run_1/clk_routes.png
Bar = 20 um.
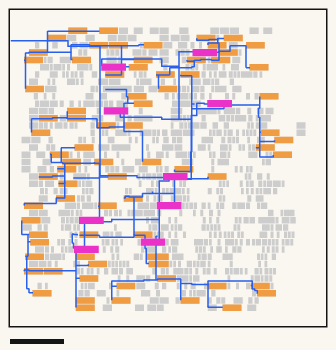
run_1/clocks.png
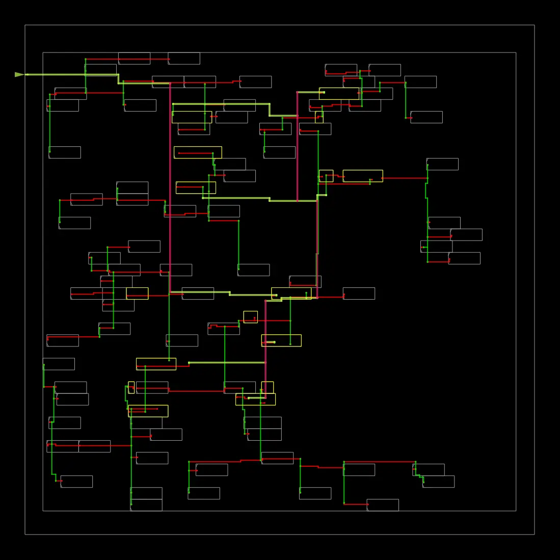
run_1/detail.png
Window x 73 to 103, y 14 to 44 um. Cells in grey, sequential cells in the stronger grey; small squares are vias.
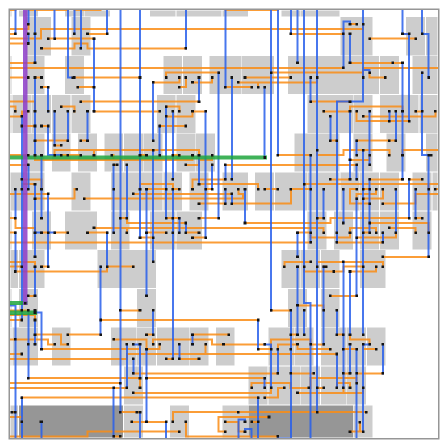
## src/rtl/systolic_controller_if.sv

```systemverilog
// Command and buffer/array control bundle for the systolic array sequencer.
// The slave modport is the sequencer; the master modport is the surrounding
// command source, operand/result buffers and PE array.
interface systolic_controller_if #(
  parameter int N  = 2,
  parameter int KW = 8,
  parameter int AW = 8,
  parameter int SW = (N > 1) ? $clog2(N) : 1
);
  logic          start;
  logic [KW-1:0] k_len;
  logic [AW-1:0] a_base;
  logic [AW-1:0] b_base;
  logic [AW-1:0] res_base;
  logic          a_rd_en;
  logic [AW-1:0] a_rd_addr;
  logic          b_rd_en;
  logic [AW-1:0] b_rd_addr;
  logic [N-1:0]  row_valid;
  logic [N-1:0]  col_valid;
  logic          pe_clear;
  logic          res_wr_en;
  logic [SW-1:0] res_row_sel;
  logic [AW-1:0] res_wr_addr;
  logic          busy;
  logic          done;

  modport slave (
    input  start, k_len, a_base, b_base, res_base,
    output a_rd_en, a_rd_addr, b_rd_en, b_rd_addr, row_valid, col_valid,
           pe_clear, res_wr_en, res_row_sel, res_wr_addr, busy, done
  );

  modport master (
    output start, k_len, a_base, b_base, res_base,
    input  a_rd_en, a_rd_addr, b_rd_en, b_rd_addr, row_valid, col_valid,
           pe_clear, res_wr_en, res_row_sel, res_wr_addr, busy, done
  );
endinterface

```

## src/rtl/systolic_controller.sv

```systemverilog
// Sequencer for an N x N output-stationary systolic array: clears the PE
// accumulators, streams K skewed operand slices, drains the wavefront,
// writes the N result rows and pulses done. All outputs are registered.
module systolic_controller #(
  parameter int N  = 2,
  parameter int KW = 8,
  parameter int AW = 8,
  parameter int SW = (N > 1) ? $clog2(N) : 1
) (
  input  logic                 clk,
  input  logic                 reset,
  systolic_controller_if.slave bus
);

  // Counter must reach K+N-2 with K up to 2^KW-1; KW+SW+1 bits covers K+2N.
  localparam int CW = KW + SW + 1;
  localparam logic [CW-1:0] N_LAST = CW'(N - 1);

  typedef enum logic [2:0] {
    IDLE,
    CLEAR,
    FEED,
    DRAIN,
    WRITE,
    DONE
  } state_t;

  state_t        state;
  state_t        state_nxt;
  logic [CW-1:0] cnt;
  logic [CW-1:0] cnt_nxt;
  logic          latch;

  logic [KW-1:0] k_q;
  logic [AW-1:0] a_base_q;
  logic [AW-1:0] b_base_q;
  logic [AW-1:0] res_base_q;

  logic [CW-1:0] k_ext;
  logic [CW-1:0] feed_last;

  logic          a_rd_en_d;
  logic [AW-1:0] a_rd_addr_d;
  logic          b_rd_en_d;
  logic [AW-1:0] b_rd_addr_d;
  logic [N-1:0]  row_valid_d;
  logic [N-1:0]  col_valid_d;
  logic          pe_clear_d;
  logic          res_wr_en_d;
  logic [SW-1:0] res_row_sel_d;
  logic [AW-1:0] res_wr_addr_d;
  logic          busy_d;
  logic          done_d;

  assign k_ext     = CW'(k_q);
  // Only meaningful for K >= 1; the K == 0 path skips FEED entirely.
  assign feed_last = k_ext + N_LAST - CW'(1);

  // State and phase counter register.
  always_ff @(posedge clk) begin
    if (!reset) begin
      state <= IDLE;
      cnt   <= '0;
    end else begin
      state <= state_nxt;
      cnt   <= cnt_nxt;
    end
  end

  // Command parameters captured on an accepted start.
  always_ff @(posedge clk) begin
    if (!reset) begin
      k_q        <= '0;
      a_base_q   <= '0;
      b_base_q   <= '0;
      res_base_q <= '0;
    end else if (latch) begin
      k_q        <= bus.k_len;
      a_base_q   <= bus.a_base;
      b_base_q   <= bus.b_base;
      res_base_q <= bus.res_base;
    end
  end

  // Next-state and counter sequencing through the phases.
  always_comb begin
    state_nxt = state;
    cnt_nxt   = cnt;
    latch     = 1'b0;
    unique case (state)
      IDLE: begin
        if (bus.start) begin
          latch     = 1'b1;
          state_nxt = CLEAR;
          cnt_nxt   = '0;
        end
      end
      CLEAR: begin
        cnt_nxt   = '0;
        state_nxt = (k_q == '0) ? WRITE : FEED;
      end
      FEED: begin
        if (cnt == feed_last) begin
          state_nxt = DRAIN;
          cnt_nxt   = '0;
        end else begin
          cnt_nxt = cnt + CW'(1);
        end
      end
      DRAIN: begin
        if (cnt == N_LAST) begin
          state_nxt = WRITE;
          cnt_nxt   = '0;
        end else begin
          cnt_nxt = cnt + CW'(1);
        end
      end
      WRITE: begin
        if (cnt == N_LAST) begin
          state_nxt = DONE;
          cnt_nxt   = '0;
        end else begin
          cnt_nxt = cnt + CW'(1);
        end
      end
      DONE: begin
        state_nxt = IDLE;
        cnt_nxt   = '0;
      end
      default: begin
        state_nxt = IDLE;
        cnt_nxt   = '0;
      end
    endcase
  end

  // Output values for the upcoming cycle, decoded from next state/counter
  // so the registered outputs line up with the state they describe.
  always_comb begin
    a_rd_en_d     = 1'b0;
    a_rd_addr_d   = '0;
    b_rd_en_d     = 1'b0;
    b_rd_addr_d   = '0;
    row_valid_d   = '0;
    col_valid_d   = '0;
    pe_clear_d    = 1'b0;
    res_wr_en_d   = 1'b0;
    res_row_sel_d = '0;
    res_wr_addr_d = '0;
    done_d        = 1'b0;
    busy_d        = (state_nxt != IDLE);
    unique case (state_nxt)
      CLEAR: pe_clear_d = 1'b1;
      FEED: begin
        if (cnt_nxt < k_ext) begin
          a_rd_en_d   = 1'b1;
          b_rd_en_d   = 1'b1;
          a_rd_addr_d = a_base_q + AW'(cnt_nxt);
          b_rd_addr_d = b_base_q + AW'(cnt_nxt);
        end
        // Lane i sees slice t-i: valid once the skew has elapsed and
        // until its K slices have passed.
        for (int unsigned i = 0; i < N; i++) begin
          row_valid_d[i] = (cnt_nxt >= CW'(i)) && ((cnt_nxt - CW'(i)) < k_ext);
        end
        col_valid_d = row_valid_d;
      end
      WRITE: begin
        res_wr_en_d   = 1'b1;
        res_row_sel_d = SW'(cnt_nxt);
        res_wr_addr_d = res_base_q + AW'(cnt_nxt);
      end
      DONE: done_d = 1'b1;
      default: ;
    endcase
  end

  // Registered outputs.
  always_ff @(posedge clk) begin
    if (!reset) begin
      bus.a_rd_en     <= 1'b0;
      bus.a_rd_addr   <= '0;
      bus.b_rd_en     <= 1'b0;
      bus.b_rd_addr   <= '0;
      bus.row_valid   <= '0;
      bus.col_valid   <= '0;
      bus.pe_clear    <= 1'b0;
      bus.res_wr_en   <= 1'b0;
      bus.res_row_sel <= '0;
      bus.res_wr_addr <= '0;
      bus.busy        <= 1'b0;
      bus.done        <= 1'b0;
    end else begin
      bus.a_rd_en     <= a_rd_en_d;
      bus.a_rd_addr   <= a_rd_addr_d;
      bus.b_rd_en     <= b_rd_en_d;
      bus.b_rd_addr   <= b_rd_addr_d;
      bus.row_valid   <= row_valid_d;
      bus.col_valid   <= col_valid_d;
      bus.pe_clear    <= pe_clear_d;
      bus.res_wr_en   <= res_wr_en_d;
      bus.res_row_sel <= res_row_sel_d;
      bus.res_wr_addr <= res_wr_addr_d;
      bus.busy        <= busy_d;
      bus.done        <= done_d;
    end
  end

endmodule

```

## src/flat_wrapper.sv

```systemverilog
// flat-port wrapper written by rule: the top's interface ports become plain ports
module systolic_controller_flat 
#(
  parameter int N  = 2,
  parameter int KW = 8,
  parameter int AW = 8,
  parameter int SW = (N > 1) ? $clog2(N) : 1
)
  (clk, reset, bus_start, bus_k_len, bus_a_base, bus_b_base, bus_res_base, bus_a_rd_en, bus_a_rd_addr, bus_b_rd_en, bus_b_rd_addr, bus_row_valid, bus_col_valid, bus_pe_clear, bus_res_wr_en, bus_res_row_sel, bus_res_wr_addr, bus_busy, bus_done);
  systolic_controller_if #(.N(N), .KW(KW), .AW(AW), .SW(SW)) bus_i ();
  input  logic clk;
  input  logic reset;
  input wire logic [$bits(bus_i.start)-1:0] bus_start;
  input wire logic [$bits(bus_i.k_len)-1:0] bus_k_len;
  input wire logic [$bits(bus_i.a_base)-1:0] bus_a_base;
  input wire logic [$bits(bus_i.b_base)-1:0] bus_b_base;
  input wire logic [$bits(bus_i.res_base)-1:0] bus_res_base;
  output wire logic [$bits(bus_i.a_rd_en)-1:0] bus_a_rd_en;
  output wire logic [$bits(bus_i.a_rd_addr)-1:0] bus_a_rd_addr;
  output wire logic [$bits(bus_i.b_rd_en)-1:0] bus_b_rd_en;
  output wire logic [$bits(bus_i.b_rd_addr)-1:0] bus_b_rd_addr;
  output wire logic [$bits(bus_i.row_valid)-1:0] bus_row_valid;
  output wire logic [$bits(bus_i.col_valid)-1:0] bus_col_valid;
  output wire logic [$bits(bus_i.pe_clear)-1:0] bus_pe_clear;
  output wire logic [$bits(bus_i.res_wr_en)-1:0] bus_res_wr_en;
  output wire logic [$bits(bus_i.res_row_sel)-1:0] bus_res_row_sel;
  output wire logic [$bits(bus_i.res_wr_addr)-1:0] bus_res_wr_addr;
  output wire logic [$bits(bus_i.busy)-1:0] bus_busy;
  output wire logic [$bits(bus_i.done)-1:0] bus_done;
  assign bus_i.start = bus_start;
  assign bus_i.k_len = bus_k_len;
  assign bus_i.a_base = bus_a_base;
  assign bus_i.b_base = bus_b_base;
  assign bus_i.res_base = bus_res_base;
  assign bus_a_rd_en = bus_i.a_rd_en;
  assign bus_a_rd_addr = bus_i.a_rd_addr;
  assign bus_b_rd_en = bus_i.b_rd_en;
  assign bus_b_rd_addr = bus_i.b_rd_addr;
  assign bus_row_valid = bus_i.row_valid;
  assign bus_col_valid = bus_i.col_valid;
  assign bus_pe_clear = bus_i.pe_clear;
  assign bus_res_wr_en = bus_i.res_wr_en;
  assign bus_res_row_sel = bus_i.res_row_sel;
  assign bus_res_wr_addr = bus_i.res_wr_addr;
  assign bus_busy = bus_i.busy;
  assign bus_done = bus_i.done;
  systolic_controller #(.N(N), .KW(KW), .AW(AW), .SW(SW)) u_core (.clk(clk), .reset(reset), .bus(bus_i));
endmodule
```

## config.mk

```make
export PLATFORM = sky130hd
export DESIGN_NAME = systolic_controller_flat
export DESIGN_NICKNAME = d
export VERILOG_FILES = /design/src/rtl/systolic_controller_if.sv /design/src/rtl/systolic_controller.sv /design/src/flat_wrapper.sv
export SDC_FILE = /design/constraint.sdc
export NUM_CORES = 1
export LEC_CHECK = 0
export ABC_AREA = 1
export CORE_MARGIN = 4
export CORE_UTILIZATION = 40
export CTS_CLUSTER_SIZE = 30
export DETAILED_ROUTE_END_ITERATION = 10
export SLEW_MARGIN = 15
export SYNTH_ARGS = -nofsm -noshare
export SYNTH_HDL_FRONTEND = slang
export SYNTH_SLANG_ARGS = --single-unit
```

## constraint.sdc

```tcl
create_clock -name clk -period 4.5 [get_ports clk]
set_input_delay 0.9 -clock clk [delete_from_list [all_inputs] [get_ports clk]]
set_output_delay 0.9 -clock clk [all_outputs]
set_load 0.01 [all_outputs]
```

==> impl_metrics.yaml, run 1 <==
# synthesis and place-and-route metrics
outcome:
  status: "complete, no violations"
clock_network:
  cts_buffers: 9
sta:
  layout_setup_ws_ps: 499
  max_clock_freq_mhz: 250
  finalHoldViolCount: 0
yosys:
  ys_sh_adder_pct: 11.9
  ff_type: "dfxtp_1"
  synth_nets: 767
  top_area_cell: "dfxtp_1"
  postSynthSeqShare_pct: 31.5
floorplan:
  ioPinCount: 70
  die_h_um: 118
grt:
  grt_most_used_layer: "met2"
worst_setup_path:
  crit_arrival_ps: 4270
  path_buffers: 2
  critPathTopFamily: "simple AND/OR/NAND/NOR gates"
  critical_path_required_ps: 4770
layout:
  final_layout_size_suffix_gt1_share_pct: 9.04
  fillCellCount: 1160
pwr:
  largestPowerGroup: "sequential cells"
  power_switching_mw: 0.773
detailed_routing:
  drc: 0
  vias_per_cell: 4.94
min_path:
  hold_depth: 2
  hp-class: "flop to flop"
placed_design:
  portBuffers: 69
Notes on clk_routes.png above:
Blue shows clock wires, length 1,160 um. Orange shows flip-flops, count 76. Magenta shows clock drivers, count 9.
Position of the flops: widely spread.

Notes on clocks.png above:
insertion delay of the later-clocked pin in the worst-skew pair: 340 ps
Seq cells: 76

Notes on detail.png above:
Purple shows metal 4. Orange shows metal 1. Green shows metal 3. Blue shows metal 2.
Most frequent: nand2_1 (42), inv_1 (10), nand3_1 (9). Sequential cells in the window: 2. Netlist names of flops here include u_core.k_q (2). 93 logic cells have their middle in the window.

==> run 1: registers in the layout, summed over array words and instances (netlist names), 2 cells and up <==
signal and count:
u_core.bus.row_valid 2, u_core.res_base_q 8, u_core.a_base_q 8, u_core.bus.b_rd_addr 8
u_core.bus.a_rd_addr 8, u_core.cnt 10, u_core.b_base_q 8, u_core.k_q 8
u_core.bus.res_wr_addr 8, u_core.state 3
==> run 1: stage by stage <==
| step | total power, mW | instances | utilization, % | instance area, sq um |
|---|---|---|---|---|
| 2_1_floorplan | 1.27 | 688 | - | 4830 |
| 3_3_place_gp | 1.46 | 888 | 48.7 | 5660 |
| 3_5_place_dp | 1.48 | 888 | 48.7 | 5660 |
| 4_1_cts | 2.22 | 904 | 51.3 | 5960 |
| 5_1_grt | 2.37 | 906 | 51.5 | 5980 |
| 6_report | 2.21 | 906 | 51.5 | 5980 |
==> run 1: area by class of cell <==
| type | count | share of cell area (%) |
|---|---|---|
| Clock buffer | 11 | 4.06 |
| Timing Repair Buffer | 79 | 12.8 |
| Multi-Input combinational cell | 500 | 47.8 |
| Inverter | 92 | 5.78 |
| Tap cell | 143 | 2.99 |
| Clock inverter | 5 | 1.00 |
| Sequential cell | 76 | 25.5 |
==> run 1: worst paths after layout <==
path | endpoint | slack (ps)
setup / recovery | u_core.bus.row_valid[1]$_SDFF_PN0_ | 500
hold / removal | u_core.a_base_q[5]$_SDFFE_PN0P_ | 470
setup reg to reg | u_core.bus.row_valid[1]$_SDFF_PN0_ | 500
hold reg to reg | u_core.a_base_q[5]$_SDFFE_PN0P_ | 470
==> run 1: what timing repair did <==
action,CTS,global route
endpoints found under the setup margin,0,4
resized,0,3
setup buffers,0,2
hold endpoints to repair,0,0
==> inputs of run 2 (changes only) <==
HOLD_SLACK_MARGIN = 0.02   (was unset)
clock period = 5.15 ns   (was 4.5 ns; I/O delays follow)
run_2/sizes.png
Bar = 20 um.
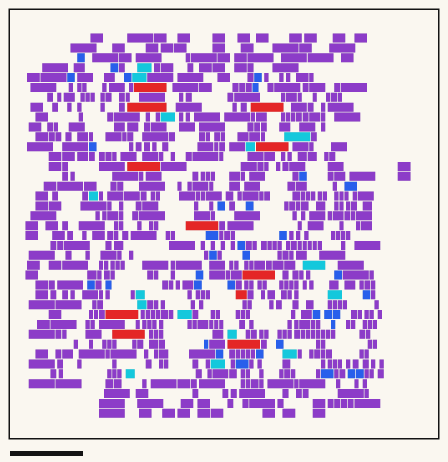
Red shows _6 and larger, cells 11. Blue shows _2 cells, cells 35. Purple shows _0 and _1 cells, cells 696. Cyan shows _3 and _4 cells, cells 15.
area delta synth->final: 22.5%
Non-clock buffers: 73
Setup WS post-layout: 965 ps
fin area: 5920 sq um

==> impl_metrics.yaml, run 2 <==
# synthesis and place-and-route metrics
outcome:
  status: "complete, no violations"
placed_design:
  placed_cell_area_sq_um: 5630
  portBuffers: 69
  dp_cells: 884
yosys:
  ys_sh_adder_pct: 11.9
  ff_type: "dfxtp_1"
  synth_nets: 767
sta:
  max_clock_freq_mhz: 239
  finalHoldViolCount: 0
  final_max_slew_viol_count: 0
layout:
  largest-register: "u_core.cnt"
  final_layout_size_suffix_gt1_share_pct: 8.06
  final-instance-count-excl-fill: 900
  final_util_pct: 51.0
  fillCellCount: 1157
detailed_routing:
  drc: 0
  vias_per_cell: 4.97
clock_network:
  post_cts_resized: 0
  clkLatencyLatePin_ps: 340
  post_cts_buffers: 0
  cts_buffers: 9
pwr:
  p_total_mw: 1.90
worst_setup_path:
  critical_path_required_ps: 5420
min_path:
  hp-class: "flop to flop"
[run 2: cell counts after synthesis]
Identical to the previous run, type by type.
[run 2: layout make-up]
| cell class | count | area share (%) |
|---|---|---|
| clock buffer | 10 | 3.87 |
| clock inverter | 6 | 1.08 |
| inverter | 92 | 5.84 |
| multi-input combinational | 500 | 48.3 |
| sequential | 76 | 25.7 |
| tap | 143 | 3.02 |
| timing repair buffer | 73 | 12.2 |
[run 2: power breakdown]
part	internal (mW)	switching, mW
clock	0.375	0.255
sequential	0.636	0.0376
combinational	0.222	0.375
total	1.23	0.667
[run 2: cells by family (layout without fill, tap and decap cells)]
family,after synthesis,count (layout)
AOI/OAI and AO/OA,89,89
xor gates and xnor gates,33,33
adders and majority gates,44,44
buffers and inverters,112,181
DFF,76,76
and+or+nand+nor,334,334
[run 2: per-layer routing]
layer	vias up	GRT usage, %	share of wire, %
met5	-	0	0
met4	0	9.60	2.7
met3	21	3.27	4.6
met2	89	31.3	46
met1	2041	24.8	47
li1	2322	-	-
[run 2: path summary, 6_finish.rpt]
check,to,slack [ps],cells after the start
worst min-delay path,u_core.b_base_q[2]$_SDFFE_PN0P_,470,2
worst max register to register,u_core.bus.row_valid[1]$_SDFF_PN0_,970,27
worst max-delay path,u_core.bus.row_valid[1]$_SDFF_PN0_,970,27
worst min register to register,u_core.b_base_q[2]$_SDFFE_PN0P_,470,2
[run 2: critical path, delay by kind of cell, from the launching register on]
kind / cells / cell delay, ps
AOI/OAI and AO/OA: 1 / 180
and+or+nand+nor: 20 / 2030
buffers and inverters: 2 / 400
xor gates and xnor gates: 1 / 190
adders and majority gates: 3 / 850
DFF: 1 / 480
Power and IR drop assume default switching activity.
